M1 wires:
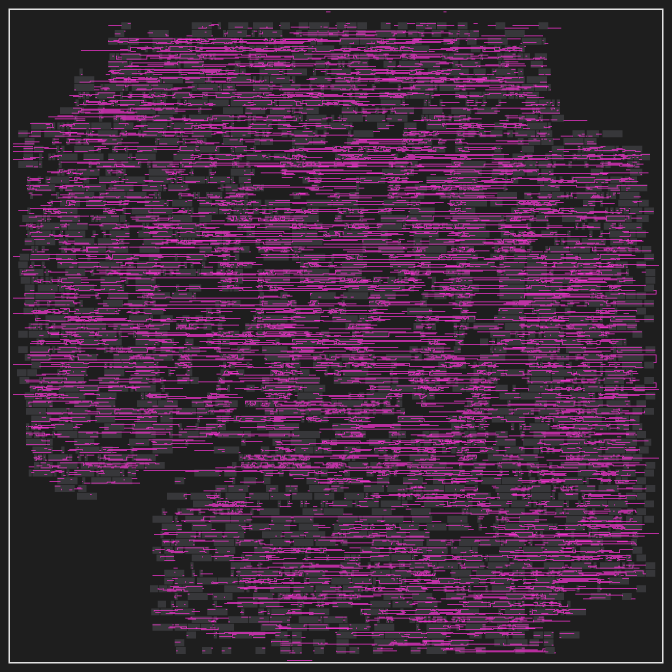
M2 wires:
The bar under the picture is 50 microns long.
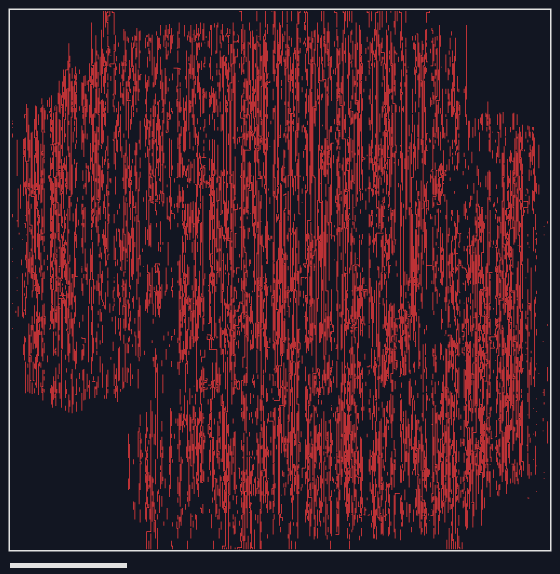
The metal 3 layer:
The bar under the picture is 50 microns long.
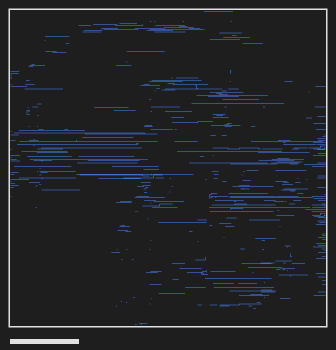
Met4 routing:
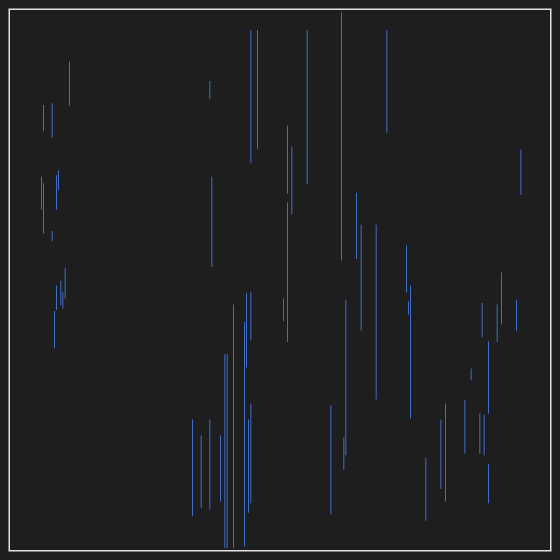
Clock nets:
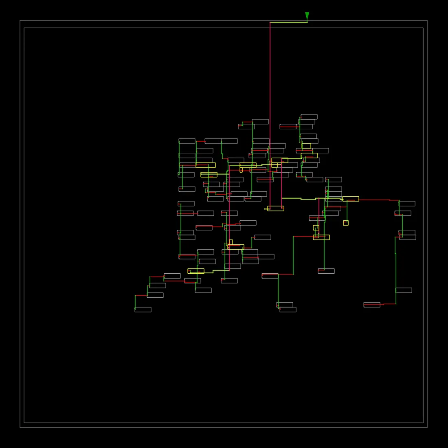
Design pe_lx, sky130hd; sources not shown.
==> results.cfg <==
; physical design summary
[route]
dr.pass1.iters = 5
via_per_inst = 5.48
drtIter0Drc = 1241

[yosys]
yosys_cells = 2727
syn_area_sq_um = 25500
mux_area_share_pct = 0.162
ys_top_logic_family = adder cells
synthTopCellsByCount = inv_1 (605), fa_1 (582), nand2_1 (334)
simple_gate_share_pct = 14.0
ys_sh_adder_pct = 55.3
async_reset_ff_share_pct = 100
ys_sh_aoi_pct = 8.78
ys_types = 72
yosysChipArea_sq_um = 25500
synth-warning-count = 0
synth_seq_share_pct = 8.33
ff_type = dfrtp_1
yosys.area.top_type = fa_1
top_area_share_pct = 45.6

[worst_setup_path]
crit_arrival_ns = 8.24
worst_path_max_delay_cell = a21o_1
r2r_cells = 26
cp_max_fo = 17
critPathKind = register to register
r2r_slack_ns = 0.74
cp_common_cell = fa_1
cp_num_buf_inv = 5

[cells_and_area]
fill_cells = 4509
drive_gt1_share_pct = 2.52
diodes = 2
post-route-util_pct = 55.6
seq_cell_count = 85
dominant_cells = combinational gates
lay_top_cells = inv_1 (605), fa_1 (582), nand2_1 (334)
comb_cells = 1940

[floorplanning]
fp.dieW_microns = 230
core_area_sq_um = 50300
fp_util_pct = 50.8
nWellTaps = 672

[timing]
rsz0062_at_grt = false
tightest_slew_ns = 1.04
setup_viol = 0
min_period_ns = 7.98

[place]
port_buffers = 150
placedInstanceArea_sq_um = 27600
routabilityCongestion = 0.908

[run_status]
status = finished, final reports clean

[global_route]
grt_pass1_wl_mm = 116
grt_overflow = 0

[hold_path]
hold_path_depth = 2

[clocking]
htreeDepth = 3
cts_setup_buffers = 0
cts_buffers = 9
cts_tree = done
About 'M1 wires':
longest straight run: 67.6 microns
share of all routed wire: 42%
nets with wire on the layer: 3320
wire length on this layer: 29.6 mm
Vias: 19100
total wire length: 71.0 mm
met1 Usage GRT: 38.7%

About 'M2 wires':
nets with wire on the layer: 3199
wire length on this layer: 34.8 mm
longest straight run: 75.6 microns
M2 GR Usage: 48.2%

About 'the metal 3 layer':
longest straight run: 100 microns
share of all routed wire: 6.6%
nets with wire on the layer: 251
wire length on this layer: 4680 microns
main direction: horizontal
met3 Use GR: 3.37%

About 'met4 routing':
main direction: vertical
wire length on this layer: 1930 microns
share of all routed wire: 2.7%
longest straight run: 105 microns

About 'clock nets':
# clk buffers: 11
final clock skew: 0.0194 ns

[per-stage QoR]
stage | setup slack, ns | hold slack [ns] | cells
floorplan | 1.39 | 0.448 | 2727
global placement | 0.788 | 0.464 | 3474
detailed placement | 0.727 | 0.469 | 3474
CTS | 0.817 | 0.483 | 3490
global route | 0.364 | 0.511 | 3490
finish | 0.741 | 0.483 | 3492
[metal layers]
layer  vias to the layer above  part of all wire (%)
li1                       8420                     -
met1                      9926                    42
met2                       652                    49
met3                       125                   6.6
met4                         0                   2.7
met5                         -                     0
